==> images/layer_met4.png <==
Drawn at 6 px/um. Supply wires on this layer in grey.
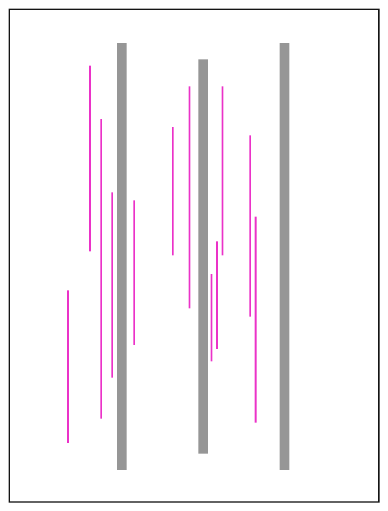
==> images/flops_by_reg.png <==
Drawn at 6 px/um. Other sequential cells in the stronger grey, the rest of the logic in the fainter grey.
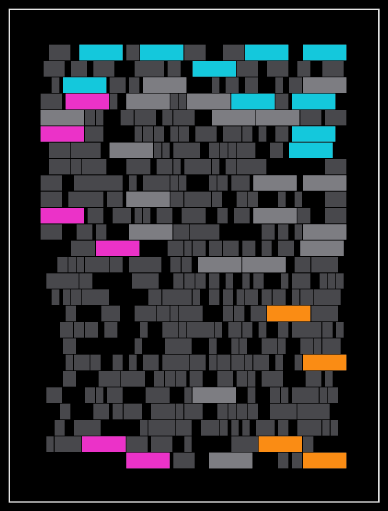
<file path="src/rtl/tone_pkg.sv">
`default_nettype none
// ============================================================================
// Module   : tone_pkg
// Purpose  : Note constants, channel ids, FSM states and the default note ROM.
// Revision : 1.0 - initial release
// ============================================================================
package tone_pkg;

    localparam int TONE_CH      = 6;
    localparam int TONE_NOTES   = 4;
    localparam int TONE_PS_W    = 10;
    localparam int TONE_DUR_W   = 4;
    localparam int TONE_ENTRY_W = TONE_PS_W + TONE_DUR_W;

    localparam logic [TONE_PS_W-1:0] DO  = 10'h175;
    localparam logic [TONE_PS_W-1:0] RE  = 10'h14C;
    localparam logic [TONE_PS_W-1:0] MI  = 10'h128;
    localparam logic [TONE_PS_W-1:0] FA  = 10'h117;
    localparam logic [TONE_PS_W-1:0] SOL = 10'h0F9;
    localparam logic [TONE_PS_W-1:0] LA  = 10'h0DD;
    localparam logic [TONE_PS_W-1:0] SI  = 10'h18B;

    localparam int ENTER  = 0;
    localparam int KEY_X  = 1;
    localparam int KEY_Y  = 2;
    localparam int HOLE   = 3;
    localparam int BORDER = 4;
    localparam int BALL   = 5;

    typedef enum logic [1:0] {
        IDLE = 2'd0,
        PLAY = 2'd1,
        GAP  = 2'd2
    } state_t;

    localparam logic [TONE_ENTRY_W-1:0] NO_NOTE = '0;

    // Flat table, entry k = channel*TONE_NOTES + note lives at bits [k*14 +: 14].
    localparam logic [TONE_CH*TONE_NOTES*TONE_ENTRY_W-1:0] DEFAULT_ROM = {
        NO_NOTE, NO_NOTE,     NO_NOTE,      {FA, 4'd2},     // BALL
        NO_NOTE, NO_NOTE,     NO_NOTE,      {SI, 4'd2},     // BORDER
        NO_NOTE, {DO, 4'd6},  {SOL, 4'd3},  {LA, 4'd3},     // HOLE
        NO_NOTE, NO_NOTE,     NO_NOTE,      {MI, 4'd2},     // KEY_Y
        NO_NOTE, NO_NOTE,     NO_NOTE,      {RE, 4'd2},     // KEY_X
        NO_NOTE, NO_NOTE,     NO_NOTE,      {DO, 4'd2}      // ENTER
    };

endpackage : tone_pkg
`default_nettype wire

</file>
<file path="src/rtl/tone_rom.sv">
`default_nettype none
// ============================================================================
// Module   : tone_rom
// Purpose  : Combinational (channel, note) -> {prescale, duration} lookup.
// Revision : 1.0 - initial release
// ============================================================================
module tone_rom
    import tone_pkg::*;
#(
    parameter int NUM_REQ    = TONE_CH,
    parameter int MAX_NOTES  = TONE_NOTES,
    parameter int PRESCALE_W = TONE_PS_W,
    parameter int DUR_W      = TONE_DUR_W,
    parameter int ID_W       = $clog2(NUM_REQ),
    parameter int IDX_W      = $clog2(MAX_NOTES),
    parameter logic [NUM_REQ*MAX_NOTES*(PRESCALE_W+DUR_W)-1:0] ROM = DEFAULT_ROM
) (
    input  logic [ID_W-1:0]       channel,
    input  logic [IDX_W-1:0]      note_idx,
    output logic [PRESCALE_W-1:0] prescale,
    output logic [DUR_W-1:0]      dur
);

    localparam int ENTRY_W = PRESCALE_W + DUR_W;

    logic [ENTRY_W-1:0] table_mem [NUM_REQ][MAX_NOTES];
    logic [ENTRY_W-1:0] entry;

    for (genvar c = 0; c < NUM_REQ; c++) begin : g_chan
        for (genvar n = 0; n < MAX_NOTES; n++) begin : g_note
            assign table_mem[c][n] = ROM[(c*MAX_NOTES + n)*ENTRY_W +: ENTRY_W];
        end
    end

    // Channel ids beyond NUM_REQ read back as a terminator.
    always_comb begin
        entry = '0;
        if (channel <= ID_W'(NUM_REQ - 1)) begin
            entry = table_mem[channel][note_idx];
        end
    end

    assign {prescale, dur} = entry;

endmodule : tone_rom
`default_nettype wire

</file>
<file path="src/rtl/tone_sequencer.sv">
`default_nettype none
// ============================================================================
// Module   : tone_sequencer
// Purpose  : Priority arbiter for sound requests and frame-timed note player.
// Revision : 1.0 - initial release
// ============================================================================
module tone_sequencer
    import tone_pkg::*;
#(
    parameter int NUM_REQ    = 6,
    parameter int MAX_NOTES  = 4,
    parameter int PRESCALE_W = 10,
    parameter int DUR_W      = 4,
    parameter int GAP_FRAMES = 1,
    parameter int ID_W       = $clog2(NUM_REQ)
) (
    input  logic                  clk,
    input  logic                  reset,
    input  logic                  startOfFrame,
    input  logic [NUM_REQ-1:0]    audioRequest,
    input  logic                  mute,
    output logic [PRESCALE_W-1:0] preScaleValue,
    output logic                  busy,
    output logic [ID_W-1:0]       activeId,
    output logic                  seqDone
);

    localparam int IDX_W = (MAX_NOTES > 1) ? $clog2(MAX_NOTES) : 1;
    localparam int GAP_W = (GAP_FRAMES > 1) ? $clog2(GAP_FRAMES + 1) : 1;
    localparam logic [IDX_W-1:0] LAST_IDX = IDX_W'(MAX_NOTES - 1);

    state_t                  state, state_nx;
    logic [NUM_REQ-1:0]      pending, pending_nx;
    logic [IDX_W-1:0]        note_idx, note_idx_nx, next_idx;
    logic [DUR_W-1:0]        frame_cnt, frame_cnt_nx;
    logic [GAP_W-1:0]        gap_cnt, gap_cnt_nx;
    logic [PRESCALE_W-1:0]   tone, tone_nx;
    logic [ID_W-1:0]         id_nx;
    logic                    done_nx;

    logic [NUM_REQ-1:0]      active_mask, cand, win_mask;
    logic [ID_W-1:0]         win_id, start_id;
    logic                    win_valid, preempt, retrig, launch, start;
    logic [PRESCALE_W-1:0]   start_ps, next_ps;
    logic [DUR_W-1:0]        start_dur, next_dur, start_dur_eff, next_dur_eff;
    logic                    next_valid;

    // Requests for the sounding channel retrigger it instead of queueing.
    always_comb begin
        active_mask = '0;
        if (state != IDLE) begin
            active_mask[activeId] = 1'b1;
        end
        cand     = pending | (audioRequest & ~active_mask);
        retrig   = (state != IDLE) && |(audioRequest & active_mask);
        win_mask = cand & (~cand + 1'b1);
        win_id   = '0;
        for (int i = NUM_REQ - 1; i >= 0; i--) begin
            if (cand[i]) begin
                win_id = ID_W'(i);
            end
        end
        win_valid = |cand;
        preempt   = (state != IDLE) && win_valid && (win_id < activeId);
        launch    = win_valid && ((state == IDLE) || preempt);
        start     = launch || retrig;
        start_id  = launch ? win_id : activeId;
        next_idx  = note_idx + 1'b1;
    end

    tone_rom #(
        .NUM_REQ    (NUM_REQ),
        .MAX_NOTES  (MAX_NOTES),
        .PRESCALE_W (PRESCALE_W),
        .DUR_W      (DUR_W),
        .ID_W       (ID_W),
        .IDX_W      (IDX_W)
    ) u_rom_start (
        .channel  (start_id),
        .note_idx ('0),
        .prescale (start_ps),
        .dur      (start_dur)
    );

    tone_rom #(
        .NUM_REQ    (NUM_REQ),
        .MAX_NOTES  (MAX_NOTES),
        .PRESCALE_W (PRESCALE_W),
        .DUR_W      (DUR_W),
        .ID_W       (ID_W),
        .IDX_W      (IDX_W)
    ) u_rom_next (
        .channel  (activeId),
        .note_idx (next_idx),
        .prescale (next_ps),
        .dur      (next_dur)
    );

    assign start_dur_eff = (start_dur == '0) ? DUR_W'(1) : start_dur;
    assign next_dur_eff  = (next_dur == '0) ? DUR_W'(1) : next_dur;
    assign next_valid    = (note_idx != LAST_IDX) && (next_ps != '0);

    always_comb begin
        state_nx     = state;
        pending_nx   = cand & ~(launch ? win_mask : '0);
        note_idx_nx  = note_idx;
        frame_cnt_nx = frame_cnt;
        gap_cnt_nx   = gap_cnt;
        tone_nx      = tone;
        id_nx        = activeId;
        done_nx      = 1'b0;

        // A launch swallows a coincident startOfFrame.
        if (start) begin
            id_nx        = start_id;
            note_idx_nx  = '0;
            frame_cnt_nx = start_dur_eff;
            gap_cnt_nx   = '0;
            if (start_ps == '0) begin
                tone_nx  = '0;
                done_nx  = 1'b1;
                state_nx = IDLE;
            end else begin
                tone_nx  = start_ps;
                state_nx = PLAY;
            end
        end else if (startOfFrame) begin
            case (state)
                PLAY: begin
                    if (frame_cnt > DUR_W'(1)) begin
                        frame_cnt_nx = frame_cnt - 1'b1;
                    end else if (next_valid) begin
                        if (GAP_FRAMES > 0) begin
                            tone_nx    = '0;
                            gap_cnt_nx = GAP_W'(GAP_FRAMES);
                            state_nx   = GAP;
                        end else begin
                            note_idx_nx  = next_idx;
                            frame_cnt_nx = next_dur_eff;
                            tone_nx      = next_ps;
                        end
                    end else begin
                        tone_nx  = '0;
                        done_nx  = 1'b1;
                        state_nx = IDLE;
                    end
                end
                GAP: begin
                    if (gap_cnt > GAP_W'(1)) begin
                        gap_cnt_nx = gap_cnt - 1'b1;
                    end else begin
                        note_idx_nx  = next_idx;
                        frame_cnt_nx = next_dur_eff;
                        tone_nx      = next_ps;
                        state_nx     = PLAY;
                    end
                end
                default: begin
                end
            endcase
        end
    end

    always_ff @(posedge clk) begin
        if (reset) begin
            state         <= IDLE;
            pending       <= '0;
            note_idx      <= '0;
            frame_cnt     <= '0;
            gap_cnt       <= '0;
            tone          <= '0;
            preScaleValue <= '0;
            busy          <= 1'b0;
            activeId      <= '0;
            seqDone       <= 1'b0;
        end else begin
            state         <= state_nx;
            pending       <= pending_nx;
            note_idx      <= note_idx_nx;
            frame_cnt     <= frame_cnt_nx;
            gap_cnt       <= gap_cnt_nx;
            tone          <= tone_nx;
            preScaleValue <= mute ? '0 : tone_nx;
            busy          <= (state_nx != IDLE);
            activeId      <= id_nx;
            seqDone       <= done_nx;
        end
    end

endmodule : tone_sequencer
`default_nettype wire

</file>
<file path="config.mk">
export PLATFORM = sky130hd
export DESIGN_NAME = tone_sequencer
export DESIGN_NICKNAME = d
export VERILOG_FILES = /design/src/rtl/tone_pkg.sv /design/src/rtl/tone_rom.sv /design/src/rtl/tone_sequencer.sv
export SDC_FILE = /design/constraint.sdc
export NUM_CORES = 1
export LEC_CHECK = 0
export CAP_MARGIN = 20
export CORE_ASPECT_RATIO = 1.4
export CORE_MARGIN = 5
export CORE_UTILIZATION = 63
export CTS_BUF_LIST = sky130_fd_sc_hd__clkbuf_8
export DETAILED_ROUTE_END_ITERATION = 10
export GPL_TIMING_DRIVEN = 0
export PLACE_DENSITY_LB_ADDON = 0.08
export SLEW_MARGIN = 20
export SYNTH_ARGS = -nofsm -noshare
export SYNTH_HDL_FRONTEND = slang
export SYNTH_SLANG_ARGS = --single-unit
</file>
<file path="constraint.sdc">
create_clock -name clk -period 11.11 [get_ports clk]
set_input_delay 2.222 -clock clk [delete_from_list [all_inputs] [get_ports clk]]
set_output_delay 2.222 -clock clk [all_outputs]
set_load 0.01 [all_outputs]
</file>
==> qor.csv <==
metric;value;unit
use_met3;5.03;%
cts_buffers;5;
crit_required;11310;ps
hp-class;reg2reg;
p_per_area;308;nW/um2
skew;5.08;ps
place.gp.congestion;0.926;
gr-usage-met2;44.8;%
min_period;5920;ps
place_inst;341;
r2r_start;state[0]$_SDFF_PP0_;
wl_per_cell;16.9;um
xor_area_share;0.753;%
io-pin-count;25;
largest_area_cell;dfxtp_1;
gr-max-usage-layer;met2;
grt_pass1_wl;9450;um
startpoint;audioRequest[3];
buffer_area_share;10.9;%
clkSlewWorstSetupHoldPaths;80;ps
p_seq;0.216;mW
post-route-util;74.3;%
finalHoldViolCount;0;
status;finished clean;
## Picture notes: layer_met4.png
main direction: vertical
share of all routed wire: 5.8%
wire length on this layer: 341 um
longest straight run: 49.6 um
Total Routed Length: 5910 um
DR vias: 2,182

## Picture notes: flops_by_reg.png
| colour | signal | placed flops |
|---|---|---|
| cyan | `preScaleValue` | 10 |
| orange | `frame_cnt` | 4 |
| magenta | `pending` | 6 |
not coloured: 19

